File: src/rtl/cnn_sched_pkg.sv
// Shared state type, per-layer shape table and BRAM index constants for cnn_layer_sched.
package cnn_sched_pkg;

  typedef enum logic [2:0] {
    IDLE,
    CFG,
    FIRE,
    WAIT,
    FIN
  } sched_state_e;

  localparam logic [1:0] W1  = 2'd0;
  localparam logic [1:0] W2  = 2'd1;
  localparam logic [1:0] W3  = 2'd2;
  localparam logic       IF1 = 1'b0;
  localparam logic       IF2 = 1'b1;

  localparam logic [5:0] C1_IN_DIM = 6'd32;
  localparam logic [4:0] C1_IN_CH  = 5'd1;
  localparam logic [6:0] C1_OUT_CH = 7'd6;
  localparam logic [5:0] C2_IN_DIM = 6'd14;
  localparam logic [4:0] C2_IN_CH  = 5'd6;
  localparam logic [6:0] C2_OUT_CH = 7'd16;
  localparam logic [5:0] C3_IN_DIM = 6'd5;
  localparam logic [4:0] C3_IN_CH  = 5'd16;
  localparam logic [6:0] C3_OUT_CH = 7'd120;

  typedef struct packed {
    logic [5:0] in_dim;
    logic [4:0] in_ch;
    logic [6:0] out_ch;
  } layer_shape_t;

  function automatic layer_shape_t layer_shape(input logic [1:0] idx);
    layer_shape_t s;
    s = '0;
    case (idx)
      2'd0: begin s.in_dim = C1_IN_DIM; s.in_ch = C1_IN_CH; s.out_ch = C1_OUT_CH; end
      2'd1: begin s.in_dim = C2_IN_DIM; s.in_ch = C2_IN_CH; s.out_ch = C2_OUT_CH; end
      2'd2: begin s.in_dim = C3_IN_DIM; s.in_ch = C3_IN_CH; s.out_ch = C3_OUT_CH; end
      default: s = '0;
    endcase
    return s;
  endfunction

  function automatic logic [1:0] weight_bram(input logic [1:0] idx);
    case (idx)
      2'd0:    return W1;
      2'd1:    return W2;
      default: return W3;
    endcase
  endfunction

  // Odd layers read the buffer the previous layer wrote, hence the ping-pong on bit 0.
  function automatic logic feature_src(input logic [1:0] idx);
    return idx[0] ? IF2 : IF1;
  endfunction

endpackage

File: src/rtl/cnn_layer_sched_if.sv
// Engine launch/config and host BRAM arbitration bundle between cnn_layer_sched and the cnn datapath.
interface cnn_layer_sched_if;

  logic       eng_start;
  logic       eng_done;
  logic [1:0] layer_id;
  logic [1:0] w_sel;
  logic       src_sel;
  logic       dst_sel;
  logic [5:0] cfg_in_dim;
  logic [4:0] cfg_in_ch;
  logic [6:0] cfg_out_ch;
  logic       host_req;
  logic       host_gnt;

  modport master (
    output eng_start, layer_id, w_sel, src_sel, dst_sel,
    output cfg_in_dim, cfg_in_ch, cfg_out_ch, host_gnt,
    input  eng_done, host_req
  );

  modport slave (
    input  eng_start, layer_id, w_sel, src_sel, dst_sel,
    input  cfg_in_dim, cfg_in_ch, cfg_out_ch, host_gnt,
    output eng_done, host_req
  );

endinterface

File: src/rtl/sched_cyc_cnt.sv
// Saturating run-cycle counter for cnn_layer_sched; only present when SCHED_CYCLE_CNT_EN is defined.
`ifdef SCHED_CYCLE_CNT_EN
module sched_cyc_cnt #(
  parameter int CNT_W = 24
) (
  input  logic             clk,
  input  logic             rst_n,
  input  logic             i_clr,
  input  logic             i_inc,
  output logic [CNT_W-1:0] o_cnt
);

  logic [CNT_W-1:0] r_cnt;

  always_ff @(posedge clk or negedge rst_n) begin
    if (!rst_n) begin
      r_cnt <= '0;
    end else if (i_clr) begin
      r_cnt <= '0;
    end else if (i_inc && (r_cnt != '1)) begin
      r_cnt <= r_cnt + CNT_W'(1);
    end
  end

  assign o_cnt = r_cnt;

endmodule
`endif

File: src/rtl/cnn_layer_sched.sv
// Layer sequencer: one start runs conv1..conv(NUM_LAYERS) on the shared engine and arbitrates host BRAM access.
// Optional run-cycle counter is built when SCHED_CYCLE_CNT_EN is defined.
module cnn_layer_sched
  import cnn_sched_pkg::*;
#(
  parameter int NUM_LAYERS = 3,
  parameter int CNT_W      = 24
) (
  input  logic              clk,
  input  logic              rst_n,
  input  logic              i_start,
  input  logic              i_abort,
  cnn_layer_sched_if.master bus,
  output logic              o_busy,
  output logic              o_done,
  output logic              o_proto_err,
  output logic [CNT_W-1:0]  o_cyc_cnt
);

  localparam logic [1:0] LAST_LAYER = 2'(NUM_LAYERS - 1);

  sched_state_e r_state, w_next;
  logic [1:0]   r_layer, w_next_layer;
  layer_shape_t r_shape;
  logic [1:0]   r_w_sel;
  logic         r_src, r_dst, r_err, r_gnt;
  logic         w_idle_or_fin, w_busy, w_accept;

  always_ff @(posedge clk or negedge rst_n) begin
    if (!rst_n) r_state <= IDLE;
    else        r_state <= w_next;
  end

  // A start is refused while the host asks for or still holds the BRAMs, so they never overlap the engine.
  always_comb begin
    w_next        = r_state;
    w_next_layer  = r_layer;
    w_idle_or_fin = (r_state == IDLE) || (r_state == FIN);
    w_busy        = (r_state == CFG) || (r_state == FIRE) || (r_state == WAIT);
    w_accept      = w_idle_or_fin && i_start && !bus.host_req && !r_gnt && !i_abort;
    if (i_abort) begin
      w_next = IDLE;
    end else begin
      case (r_state)
        IDLE, FIN: begin
          if (w_accept) begin
            w_next       = CFG;
            w_next_layer = 2'd0;
          end
        end
        CFG:  w_next = FIRE;
        FIRE: w_next = WAIT;
        WAIT: begin
          if (bus.eng_done) begin
            if (r_layer == LAST_LAYER) begin
              w_next = FIN;
            end else begin
              w_next       = CFG;
              w_next_layer = r_layer + 2'd1;
            end
          end
        end
        default: w_next = IDLE;
      endcase
    end
  end

  always_ff @(posedge clk or negedge rst_n) begin
    if (!rst_n) begin
      r_layer <= '0;
      r_shape <= '0;
      r_w_sel <= '0;
      r_src   <= 1'b0;
      r_dst   <= 1'b0;
      r_err   <= 1'b0;
      r_gnt   <= 1'b0;
    end else begin
      if (i_abort) begin
        r_layer <= '0;
        r_shape <= '0;
        r_w_sel <= '0;
        r_src   <= 1'b0;
        r_dst   <= 1'b0;
      end else if (w_next == CFG) begin
        r_layer <= w_next_layer;
        r_shape <= layer_shape(w_next_layer);
        r_w_sel <= weight_bram(w_next_layer);
        r_src   <= feature_src(w_next_layer);
        r_dst   <= ~feature_src(w_next_layer);
      end
      // An engine completion is only legal while a layer is in flight; abort masks it.
      if (w_accept) begin
        r_err <= 1'b0;
      end else if (bus.eng_done && !i_abort && (r_state != WAIT)) begin
        r_err <= 1'b1;
      end
      r_gnt <= bus.host_req && w_idle_or_fin;
    end
  end

  assign bus.eng_start  = (r_state == FIRE);
  assign bus.layer_id   = r_layer;
  assign bus.w_sel      = r_w_sel;
  assign bus.src_sel    = r_src;
  assign bus.dst_sel    = r_dst;
  assign bus.cfg_in_dim = r_shape.in_dim;
  assign bus.cfg_in_ch  = r_shape.in_ch;
  assign bus.cfg_out_ch = r_shape.out_ch;
  assign bus.host_gnt   = r_gnt;
  assign o_busy         = w_busy;
  assign o_done         = (r_state == FIN);
  assign o_proto_err    = r_err;

`ifdef SCHED_CYCLE_CNT_EN
  sched_cyc_cnt #(
    .CNT_W (CNT_W)
  ) u_cyc_cnt (
    .clk   (clk),
    .rst_n (rst_n),
    .i_clr (w_accept),
    .i_inc (w_busy && !i_abort),
    .o_cnt (o_cyc_cnt)
  );
`else
  assign o_cyc_cnt = '0;
`endif

endmodule

File: src/flat_wrapper.sv
// flat-port wrapper written by rule: the top's interface ports become plain ports
module cnn_layer_sched_flat import cnn_sched_pkg::*;
#(
  parameter int NUM_LAYERS = 3,
  parameter int CNT_W      = 24
)
  (clk, rst_n, i_start, i_abort, o_busy, o_done, o_proto_err, o_cyc_cnt, bus_eng_start, bus_layer_id, bus_w_sel, bus_src_sel, bus_dst_sel, bus_cfg_in_dim, bus_cfg_in_ch, bus_cfg_out_ch, bus_host_gnt, bus_eng_done, bus_host_req);
  cnn_layer_sched_if bus_i ();
  input  logic clk;
  input  logic rst_n;
  input  logic i_start;
  input  logic i_abort;
  output logic o_busy;
  output logic o_done;
  output logic o_proto_err;
  output logic [CNT_W-1:0] o_cyc_cnt;
  output wire logic [$bits(bus_i.eng_start)-1:0] bus_eng_start;
  output wire logic [$bits(bus_i.layer_id)-1:0] bus_layer_id;
  output wire logic [$bits(bus_i.w_sel)-1:0] bus_w_sel;
  output wire logic [$bits(bus_i.src_sel)-1:0] bus_src_sel;
  output wire logic [$bits(bus_i.dst_sel)-1:0] bus_dst_sel;
  output wire logic [$bits(bus_i.cfg_in_dim)-1:0] bus_cfg_in_dim;
  output wire logic [$bits(bus_i.cfg_in_ch)-1:0] bus_cfg_in_ch;
  output wire logic [$bits(bus_i.cfg_out_ch)-1:0] bus_cfg_out_ch;
  output wire logic [$bits(bus_i.host_gnt)-1:0] bus_host_gnt;
  input wire logic [$bits(bus_i.eng_done)-1:0] bus_eng_done;
  input wire logic [$bits(bus_i.host_req)-1:0] bus_host_req;
  assign bus_eng_start = bus_i.eng_start;
  assign bus_layer_id = bus_i.layer_id;
  assign bus_w_sel = bus_i.w_sel;
  assign bus_src_sel = bus_i.src_sel;
  assign bus_dst_sel = bus_i.dst_sel;
  assign bus_cfg_in_dim = bus_i.cfg_in_dim;
  assign bus_cfg_in_ch = bus_i.cfg_in_ch;
  assign bus_cfg_out_ch = bus_i.cfg_out_ch;
  assign bus_host_gnt = bus_i.host_gnt;
  assign bus_i.eng_done = bus_eng_done;
  assign bus_i.host_req = bus_host_req;
  cnn_layer_sched #(.NUM_LAYERS(NUM_LAYERS), .CNT_W(CNT_W)) u_core (.clk(clk), .rst_n(rst_n), .i_start(i_start), .i_abort(i_abort), .bus(bus_i), .o_busy(o_busy), .o_done(o_done), .o_proto_err(o_proto_err), .o_cyc_cnt(o_cyc_cnt));
endmodule
File: config.mk
export PLATFORM = sky130hd
export DESIGN_NAME = cnn_layer_sched_flat
export DESIGN_NICKNAME = d
export VERILOG_FILES = /design/src/rtl/cnn_sched_pkg.sv /design/src/rtl/cnn_layer_sched_if.sv /design/src/rtl/sched_cyc_cnt.sv /design/src/rtl/cnn_layer_sched.sv /design/src/flat_wrapper.sv
export SDC_FILE = /design/constraint.sdc
export NUM_CORES = 1
export LEC_CHECK = 0
export CELL_PAD_IN_SITES_DETAIL_PLACEMENT = 0
export CELL_PAD_IN_SITES_GLOBAL_PLACEMENT = 1
export CORE_MARGIN = 3
export CORE_UTILIZATION = 28
export CTS_CLUSTER_SIZE = 24
export DETAILED_ROUTE_END_ITERATION = 8
export PLACE_DENSITY = 0.91
export REMOVE_ABC_BUFFERS = 1
export SLEW_MARGIN = 20
export SYNTH_ARGS = -nofsm -noshare
export SYNTH_HDL_FRONTEND = slang
export SYNTH_SLANG_ARGS = --single-unit
File: constraint.sdc
create_clock -name clk -period 3.07 [get_ports clk]
set_input_delay 0.307 -clock clk [delete_from_list [all_inputs] [get_ports clk]]
set_output_delay 0.307 -clock clk [all_outputs]
set_load 0.005 [all_outputs]
==> flow_metrics.env <==
# source this file to load flow results
export IMPL_top_cells_by_area="dfrtp_1, buf_4, ha_1"
export IMPL_maxSlewViolCount=0
export IMPL_tightestPinTransition_ps=614
export IMPL_clock_sinks=13
export IMPL_n_fill_cell=363
export IMPL_post_cts_buffers=0
export IMPL_drv_cap=0
export IMPL_die_w_um=66.7
export IMPL_overflow=0
export IMPL_portBuffers=31
export IMPL_syn_area_um2=1030
export IMPL_worst_ep_arrival_time_ps=2510
export IMPL_synth_stat_cells=117
export IMPL_nClkBuffers=4
export IMPL_hold_viol_final=0
export IMPL_nWellTaps=46
export IMPL_wl_per_cell_um=11.4
export IMPL_startpoint_type="input pin"
export IMPL_comb_power_w=0.0000865
export IMPL_vias=774
export IMPL_status="completed"
export IMPL_postSynthAreaPerCell_um2=8.81
export IMPL_power_leakage_nw=0.550
export IMPL_grt_pass1_vias=767
export IMPL_grt_pass1_wl_um=3350
export IMPL_final_cell_mix="clkdlybuf4s50_1, conb_1, dfrtp_1, nor2_1"
export IMPL_h_tree_depth=1
export IMPL_root_buffer="clkbuf_8"
export IMPL_synthToLayoutAreaGrowth_pct=21.0
export IMPL_drive_gt1_frac=0.0435
export IMPL_inv_count=4
export IMPL_ys_seq_frac=0.316
export IMPL_p_seq_w=0.000186
export IMPL_cts_tree="yes"
export IMPL_fin_hold_ws_ps=449
export IMPL_first_iter_violations=22
export IMPL_insertion_delay_ps=240
export IMPL_clockBufferDepth=2
export IMPL_finalPower_w=0.000425
export IMPL_ff_latch_area_um2=325
export IMPL_comb_area_frac=0.384
export IMPL_largest_class="combinational gates"
export IMPL_tns_ps=0
export IMPL_clock_power_w=0.000153
export IMPL_drt_wl_total_um=2090
export IMPL_logic_area_um2=479
export IMPL_setup_ws_ps=734
export IMPL_antenna_left=0
export IMPL_die_area_um2=4450
export IMPL_layout_nonclk_buf_frac=0.261
export IMPL_post_drt_via_cell_ratio=4.21
export IMPL_gp_congestion=0.840
export IMPL_path_cells="clkdlybuf4s50_1 -> inv_1 -> and3_1 -> nor2_1 -> a21boi_0 -> ha_1 -> or4_1 -> a21oi_1"
export IMPL_max_freq_ghz=0.428
export IMPL_p_int_w=0.000312
export IMPL_antenna_found_initial=0
worst paths after layout:
| check | endpoint | slack (ps) | depth (start not counted) | start |
|---|---|---|---|---|
| worst max-delay path | u_core.bus.w_sel[1] | 730 | 8 | i_abort |
| worst min-delay path | u_core.bus.cfg_in_dim[0] | 450 | 1 | rst_n |
| worst max register to register | u_core.bus.w_sel[1] | 840 | 7 | u_core.r_state[2] |
| worst min register to register | u_core.o_proto_err | 500 | 2 | u_core.o_proto_err |
| min in group clk | u_core.o_proto_err | 500 | 2 | u_core.o_proto_err |
| max in group asynchronous | u_core.o_proto_err | 2220 | 1 | rst_n |
routing by layer:
metal / up-vias / part of all wire / track usage
met5: - / 0 / 0
met4: 0 / 0.017 / 0.0457
met3: 5 / 0.077 / 0.0304
met2: 43 / 0.46 / 0.156
met1: 359 / 0.44 / 0.124
li1: 367 / - / -
cells by family (layout without fill, tap and decap cells):
kind of cell,Yosys count,after routing,share of synthesized area
AOI/OAI and AO/OA,21,21,0.129
buffers and inverters,46,41,0.314
muxes,2,2,0.0194
and+or+nand+nor,28,28,0.146
other,1,27,0.00364
adders and majority gates,6,6,0.0728
DFF,13,13,0.316
critical path: cells and delay by family:
family / cells / cell delay, ps
compound gates: 2 / 320
simple gates: 3 / 920
fa+ha+maj: 1 / 240
buf+inv: 2 / 730
cells in the mapped netlist:
cell type	number
buf_4	40
a22oi_1	1
a311oi_1	1
nand2_1	6
nor4b_2	1
a31oi_1	1
a21oi_1	6
buf_2	1
o21ai_0	5
a211oi_1	1
a211o_1	1
conb_1	1
or4_1	1
and3_1	2
nand3_1	4
nor2b_1	2
or3b_1	1
nor2_1	7
and2_1	4
ha_1	6
o31ai_1	2
dfrtp_1	13
a21boi_0	2
clkbuf_1	1
inv_1	4
a2bb2oi_1	1
mux2i_1	2
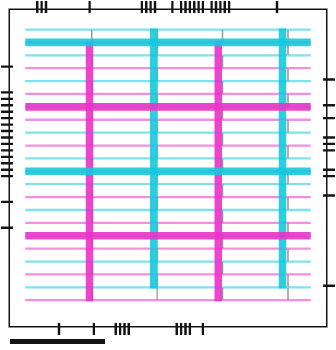
Figure 1: power grid.
The bar under the picture is 20 µm long. Pins as bars on the die edge. Tap cells in grey.
[magenta] VSS
[cyan] VDD
rows: 21
signal pins: 59
met4 straps: 4
met1 rails: 22
VDD IR max: 165 µV
vertical die size: 66.7 µm

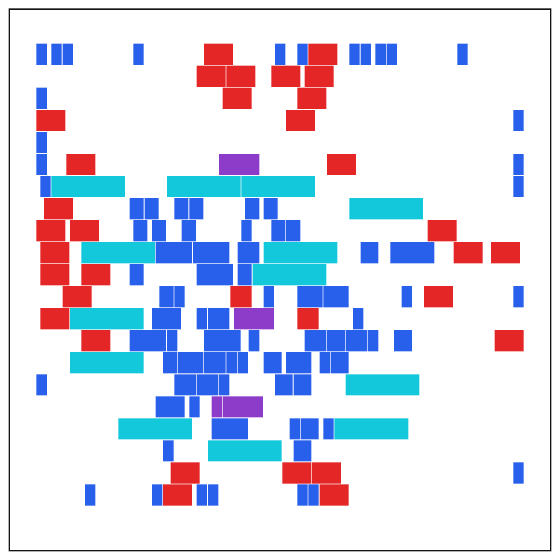
Figure 2: placement by cell class.
[red] remaining buffers and delay cells | cells: 33 | share of their area: 27%
[purple] clock drivers and dummy loads | cells: 4 | share of their area: 3.8%
[cyan] sequential cells | cells: 13 | share of their area: 27%
[blue] combinational and other logic | cells: 88 | share of their area: 42%
post-layout instance area: 1250 µm²
Seq/total area: 0.261
core area: 3440 µm²
Core Rows: 21
Core Util, Final: 0.362

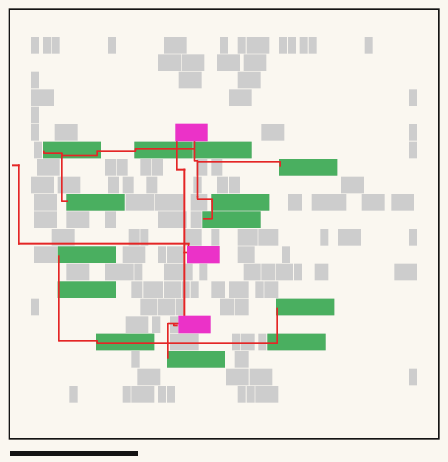
Figure 3: clock network drawn from the DEF.
The bar under the picture is 20 µm long.
[green] flip-flops | count: 13
[magenta] clock drivers | count: 3
[red] clock wires | length: 209 µm
routed clock nets: 4

